$ cat config.mk
export PLATFORM = sky130hd
export DESIGN_NAME = branch_resolver
export DESIGN_NICKNAME = d
export VERILOG_FILES = /design/src/rtl/br_pkg.sv /design/src/rtl/br_fifo.sv /design/src/rtl/branch_resolver.sv
export SDC_FILE = /design/constraint.sdc
export NUM_CORES = 1
export LEC_CHECK = 0
export CAP_MARGIN = 5
export CORE_MARGIN = 2
export CORE_UTILIZATION = 40
export CTS_CLUSTER_DIAMETER = 40
export DETAILED_ROUTE_END_ITERATION = 16
export GPL_TIMING_DRIVEN = 0
export SETUP_SLACK_MARGIN = 0.2
export SLEW_MARGIN = 20
export SYNTH_ARGS = -nofsm -noshare
export SYNTH_HDL_FRONTEND = slang
export SYNTH_SLANG_ARGS = --single-unit
$ cat constraint.sdc
create_clock -name clk -period 5.8 [get_ports clk]
set_input_delay 1.74 -clock clk [delete_from_list [all_inputs] [get_ports clk]]
set_output_delay 1.74 -clock clk [all_outputs]
set_load 0.01 [all_outputs]
$ cat src/rtl/br_pkg.sv
// Shared definitions for the execute-stage branch resolver: funct3 codes,
// predictor state encodings, the prediction queue entry and the outcome compare.
package br_pkg;

    localparam int unsigned BR_XLEN = 32;

    localparam logic [2:0] F3_BEQ  = 3'b000;
    localparam logic [2:0] F3_BNE  = 3'b001;
    localparam logic [2:0] F3_BLT  = 3'b100;
    localparam logic [2:0] F3_BGE  = 3'b101;
    localparam logic [2:0] F3_BLTU = 3'b110;
    localparam logic [2:0] F3_BGEU = 3'b111;

    localparam logic [1:0] ST_T = 2'b11;
    localparam logic [1:0] ST_t = 2'b10;
    localparam logic [1:0] ST_n = 2'b01;
    localparam logic [1:0] ST_N = 2'b00;

    typedef struct packed {
        logic [BR_XLEN-1:0] pc;
        logic               pred_taken;
    } br_entry_t;

    // Reserved funct3 codes resolve as not-taken.
    function automatic logic br_taken(input logic [2:0] f3,
                                      input logic [BR_XLEN-1:0] a,
                                      input logic [BR_XLEN-1:0] b);
        logic r;
        case (f3)
            F3_BEQ:  r = (a == b);
            F3_BNE:  r = (a != b);
            F3_BLT:  r = ($signed(a) < $signed(b));
            F3_BGE:  r = ($signed(a) >= $signed(b));
            F3_BLTU: r = (a < b);
            F3_BGEU: r = (a >= b);
            default: r = 1'b0;
        endcase
        return r;
    endfunction

    function automatic logic br_f3_legal(input logic [2:0] f3);
        return !(f3 == 3'b010 || f3 == 3'b011);
    endfunction

endpackage

$ cat src/rtl/br_fifo.sv
// Synchronous FIFO with clear; a pop frees a slot for a same-cycle push when full.
module br_fifo #(
    parameter int unsigned Depth = 4,
    parameter int unsigned Width = 33
) (
    input  logic             clk,
    input  logic             rst,
    input  logic             push_i,
    input  logic             pop_i,
    input  logic             clear_i,
    input  logic [Width-1:0] wdata_i,
    output logic [Width-1:0] rdata_o,
    output logic             full_o,
    output logic             empty_o
);
    localparam int unsigned PtrW = $clog2(Depth);
    localparam int unsigned CntW = PtrW + 1;

    logic [Width-1:0] mem_q [Depth];
    logic [Width-1:0] mem_d [Depth];
    logic [PtrW-1:0]  wr_ptr_q, wr_ptr_d;
    logic [PtrW-1:0]  rd_ptr_q, rd_ptr_d;
    logic [CntW-1:0]  count_q, count_d;
    logic             do_push, do_pop;

    assign full_o  = (count_q == CntW'(Depth));
    assign empty_o = (count_q == '0);
    assign rdata_o = mem_q[rd_ptr_q];
    assign do_pop  = pop_i && !empty_o;
    assign do_push = push_i && (!full_o || do_pop);

    always_comb begin
        mem_d    = mem_q;
        wr_ptr_d = wr_ptr_q;
        rd_ptr_d = rd_ptr_q;
        count_d  = count_q;
        if (clear_i) begin
            wr_ptr_d = '0;
            rd_ptr_d = '0;
            count_d  = '0;
        end else begin
            if (do_push) begin
                mem_d[wr_ptr_q] = wdata_i;
                wr_ptr_d        = wr_ptr_q + PtrW'(1);
            end
            if (do_pop) begin
                rd_ptr_d = rd_ptr_q + PtrW'(1);
            end
            count_d = count_q + CntW'(do_push) - CntW'(do_pop);
        end
    end

    always_ff @(posedge clk) begin
        if (rst) begin
            wr_ptr_q <= '0;
            rd_ptr_q <= '0;
            count_q  <= '0;
            for (int i = 0; i < int'(Depth); i++) begin
                mem_q[i] <= '0;
            end
        end else begin
            wr_ptr_q <= wr_ptr_d;
            rd_ptr_q <= rd_ptr_d;
            count_q  <= count_d;
            mem_q    <= mem_d;
        end
    end

endmodule

$ cat src/rtl/branch_resolver.sv
// Resolves queued fetch predictions against EX operands, feeds the predictor its
// actual outcome and redirects fetch on a mispredict. XLEN must equal BR_XLEN.
module branch_resolver
    import br_pkg::*;
#(
    parameter int unsigned DEPTH = 4,
    parameter int unsigned XLEN  = BR_XLEN
) (
    input  logic            clk,
    input  logic            rst,
    input  logic            pred_valid,
    input  logic [1:0]      pred_state,
    input  logic [XLEN-1:0] pred_pc,
    input  logic            res_valid,
    input  logic [2:0]      res_funct3,
    input  logic [XLEN-1:0] res_rs1,
    input  logic [XLEN-1:0] res_rs2,
    input  logic [XLEN-1:0] res_imm,
    output logic            upd_valid,
    output logic            history,
    output logic            mispredict,
    output logic [XLEN-1:0] redirect_pc,
    output logic            full,
    output logic            empty,
    output logic            overflow,
    output logic            err,
    output logic [31:0]     br_count,
    output logic [31:0]     miss_count
);
    br_entry_t       wr_entry, head;
    logic            fifo_full, fifo_empty;
    logic            resolve, taken, illegal, miss, flush;
    logic [XLEN-1:0] target, fallthrough;
    logic            unused_pred_lsb;

    logic            upd_valid_q, upd_valid_d;
    logic            history_q, history_d;
    logic            mispredict_q, mispredict_d;
    logic [XLEN-1:0] redirect_pc_q, redirect_pc_d;
    logic            overflow_q, overflow_d;
    logic            err_q, err_d;
    logic [31:0]     br_count_q, br_count_d;
    logic [31:0]     miss_count_q, miss_count_d;

    // Only the direction bit of the counter state is kept in the queue.
    assign unused_pred_lsb = pred_state[0];
    assign wr_entry        = '{pc: pred_pc, pred_taken: pred_state[1]};

    br_fifo #(
        .Depth (DEPTH),
        .Width ($bits(br_entry_t))
    ) u_fifo (
        .clk     (clk),
        .rst     (rst),
        .push_i  (pred_valid),
        .pop_i   (res_valid),
        .clear_i (flush),
        .wdata_i (wr_entry),
        .rdata_o (head),
        .full_o  (fifo_full),
        .empty_o (fifo_empty)
    );

    assign resolve     = res_valid && !fifo_empty;
    assign taken       = br_taken(res_funct3, res_rs1, res_rs2);
    assign illegal     = !br_f3_legal(res_funct3);
    assign target      = head.pc + res_imm;
    assign fallthrough = head.pc + XLEN'(4);
    assign miss        = taken ^ head.pred_taken;
    // Younger entries, including a same-cycle push, are wrong-path on a mispredict.
    assign flush       = resolve && miss;

    always_comb begin
        upd_valid_d   = resolve;
        mispredict_d  = flush;
        history_d     = resolve ? taken : history_q;
        redirect_pc_d = resolve ? (taken ? target : fallthrough) : redirect_pc_q;
        overflow_d    = overflow_q || (pred_valid && fifo_full && !resolve);
        err_d         = err_q || (res_valid && fifo_empty) || (resolve && illegal);
        br_count_d    = br_count_q;
        miss_count_d  = miss_count_q;
        if (resolve && br_count_q != '1) begin
            br_count_d = br_count_q + 32'd1;
        end
        if (flush && miss_count_q != '1) begin
            miss_count_d = miss_count_q + 32'd1;
        end
    end

    always_ff @(posedge clk) begin
        if (rst) begin
            upd_valid_q   <= 1'b0;
            history_q     <= 1'b0;
            mispredict_q  <= 1'b0;
            redirect_pc_q <= '0;
            overflow_q    <= 1'b0;
            err_q         <= 1'b0;
            br_count_q    <= '0;
            miss_count_q  <= '0;
        end else begin
            upd_valid_q   <= upd_valid_d;
            history_q     <= history_d;
            mispredict_q  <= mispredict_d;
            redirect_pc_q <= redirect_pc_d;
            overflow_q    <= overflow_d;
            err_q         <= err_d;
            br_count_q    <= br_count_d;
            miss_count_q  <= miss_count_d;
        end
    end

    assign upd_valid   = upd_valid_q;
    assign history     = history_q;
    assign mispredict  = mispredict_q;
    assign redirect_pc = redirect_pc_q;
    assign overflow    = overflow_q;
    assign err         = err_q;
    assign br_count    = br_count_q;
    assign miss_count  = miss_count_q;
    assign full        = fifo_full;
    assign empty       = fifo_empty;

endmodule

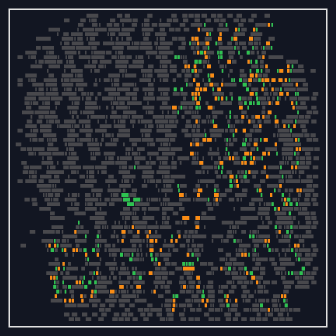
**Above:** selected gate families.
- green: NAND gates (cells 198; where spread over the die)
- orange: inverting AOI/OAI gates (cells 196; where spread over the die)
Finished Layout Cells: 2263
most numerous logic cell after layout: dfxtp_1
logic share of the area: 45.26%

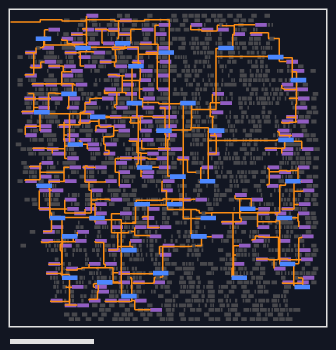
**Above:** routed clock nets over the placement.
Scale bar: 50 um.
- orange: clock wires (length 3450 um)
- purple: flip-flops (count 240)
- blue: cells driving clock nets (count 39)
- routed clock nets: 40
- flops lie: spread over the die

==> flow_summary.toml <==
# yosys + openroad results
[global_route]
grt_pass1_vias = 11760
busiest_layer = "met2"
gr-usage-all-layers_pct = 23.08
gr-total-overflow = 0
grt_max_degree = 14

[power_and_ir_drop]
finalPower_w = 0.006122

[synth]
ff_type = "dfxtp_1"
top_area_cell = "dfxtp_1"
ys.flops = 240
fp_nets = 1716
async_reset_ff_share_pct = 0
xor_area_share_pct = 5.164
ys_types = 62
syn_area_sq_um = 13400
synth_cells = 1505
ys_area_sq_um = 13400
adder_share_pct = 7.023
logic_family = "simple AND/OR/NAND/NOR gates"
aoi_share_pct = 11.39

[place]
place_congestion = 0.9028
dpl_cell_area_sq_um = 16330
post-dp-hpwl_um = 31090

[setup_path]
r2r_cells = 17
path_class = "input pin to register"
cp-end-kind = "register"
cp-start-kind = "input pin"
required_ns = 6.18

[detailed_routing]
dr.pass1.iters = 5
viasPerCell = 5.295
routed-wl-met2_um = 18980
wl_met1_um = 18840
top_layer_used = "met4"
num_vias = 11980

[finish]
comb_cells = 1126
buffers = 310
largest_register_ffs = 132
ff_count = 240
inverters = 66
area_delta_synth_final_pct = 32.18
nClkBuffers = 44
diodes = 2
clk_share_pct = 7.757
nNetsFinal = 1994
drive_above_1_share_pct = 8.439
combGateArea_sq_um = 8015

[die]
die_area_sq_um = 34970
die_y_um = 187.0
ios = 240

[worst_hold_path]
min_path_type = "register to register"

[run_status]
outcome = "completed"

[final_timing]
tightest_slew_ns = 0.7760
max_freq_ghz = 0.1880
period_minus_slack_ns = 5.319
setup_ws_ns = 0.4807
final.period_utilization_pct = 91.71
slew_headroom_pct = 47.82
hold_ws_ns = 0.4511

[clock_tree]
clk_latency_ns = 0.53
path_clk_slew_ns = 0.05
post_cts_resized = 0
clock-sinks = 240
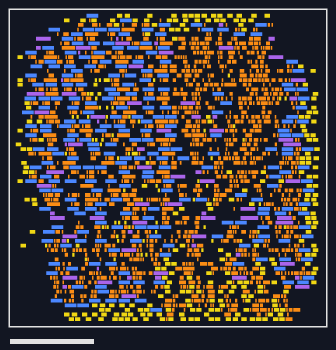
**Above:** cell classes on the final placement.
Scale bar: 50 um.
- blue: flip-flops (cells 240)
- purple: clock drivers and dummy loads (cells 71)
- orange: all other logic (cells 1192)
- yellow: other buffers and delay cells (cells 310)

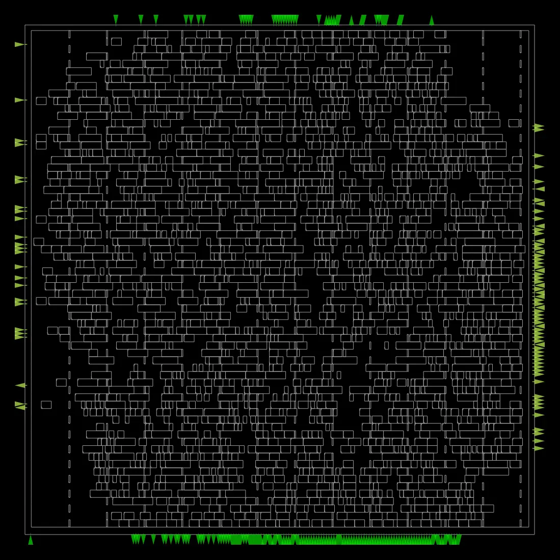
**Above:** placed standard cells.
sequential cell area share: 27.13%
CORE AREA: 33280 sq um
Well Taps: 448
fill cell count: 3141
final core utilization: 53.21%

## path summary, 6_finish.rpt
kind	start	end	slack (ns)
hold reg to reg	redirect_pc[18]	redirect_pc[18]	0.45
hold / removal	redirect_pc[18]	redirect_pc[18]	0.45
setup / recovery	res_rs2[25]	redirect_pc[13]	0.48
setup reg to reg	u_fifo.rd_ptr_q[1]	redirect_pc[31]	0.74
## Yosys cell counts (all sizes together) (4+ instances only)
| cell | instances |
|---|---|
| or4 | 13 |
| and2 | 7 |
| a31o | 4 |
| buf | 25 |
| nor2b | 22 |
| inv | 65 |
| nor4 | 10 |
| nand2b | 10 |
| nand3 | 37 |
| or3 | 23 |
| dfxtp | 240 |
| clkbuf | 48 |
| a311oi | 8 |
| a31oi | 5 |
| and4 | 4 |
| nand4 | 35 |
| xnor2 | 48 |
| o211ai | 23 |
| nor3 | 23 |
| ha | 72 |
| o21ai | 50 |
| o21a | 5 |
| a211oi | 11 |
| a21o | 24 |
| a21oi | 81 |
| o31a | 4 |
| or2 | 4 |
| mux2 | 9 |
| mux4 | 33 |
| xor2 | 31 |
| o31ai | 7 |
| and3 | 17 |
| nor2 | 228 |
| mux2i | 138 |
| nand2 | 114 |
## tightest hold or removal path: stages, from the launching register on
cell and delay [ns]:
dfxtp_1 0.30, nand2_1 0.05, a21oi_1 0.05
## where the power goes
| group | total, W | leakage, nW | switching (W) | internal (W) |
|---|---|---|---|---|
| registers | 0.00189 | 1.95 | 0.0000929 | 0.00180 |
| clock network | 0.00242 | 0.678 | 0.000880 | 0.00154 |
| logic | 0.00181 | 5.03 | 0.00100 | 0.000810 |
| total | 0.00612 | 7.65 | 0.00197 | 0.00415 |
## cell families after synthesis
kind of cell    after synthesis
simple gates                553
compound gates              240
flops                       240
mux                         180
buf+inv                     139
xor+xnor                     79
fa+ha+maj                    74
No activity file was given, so power comes from the tool's default toggle rates.
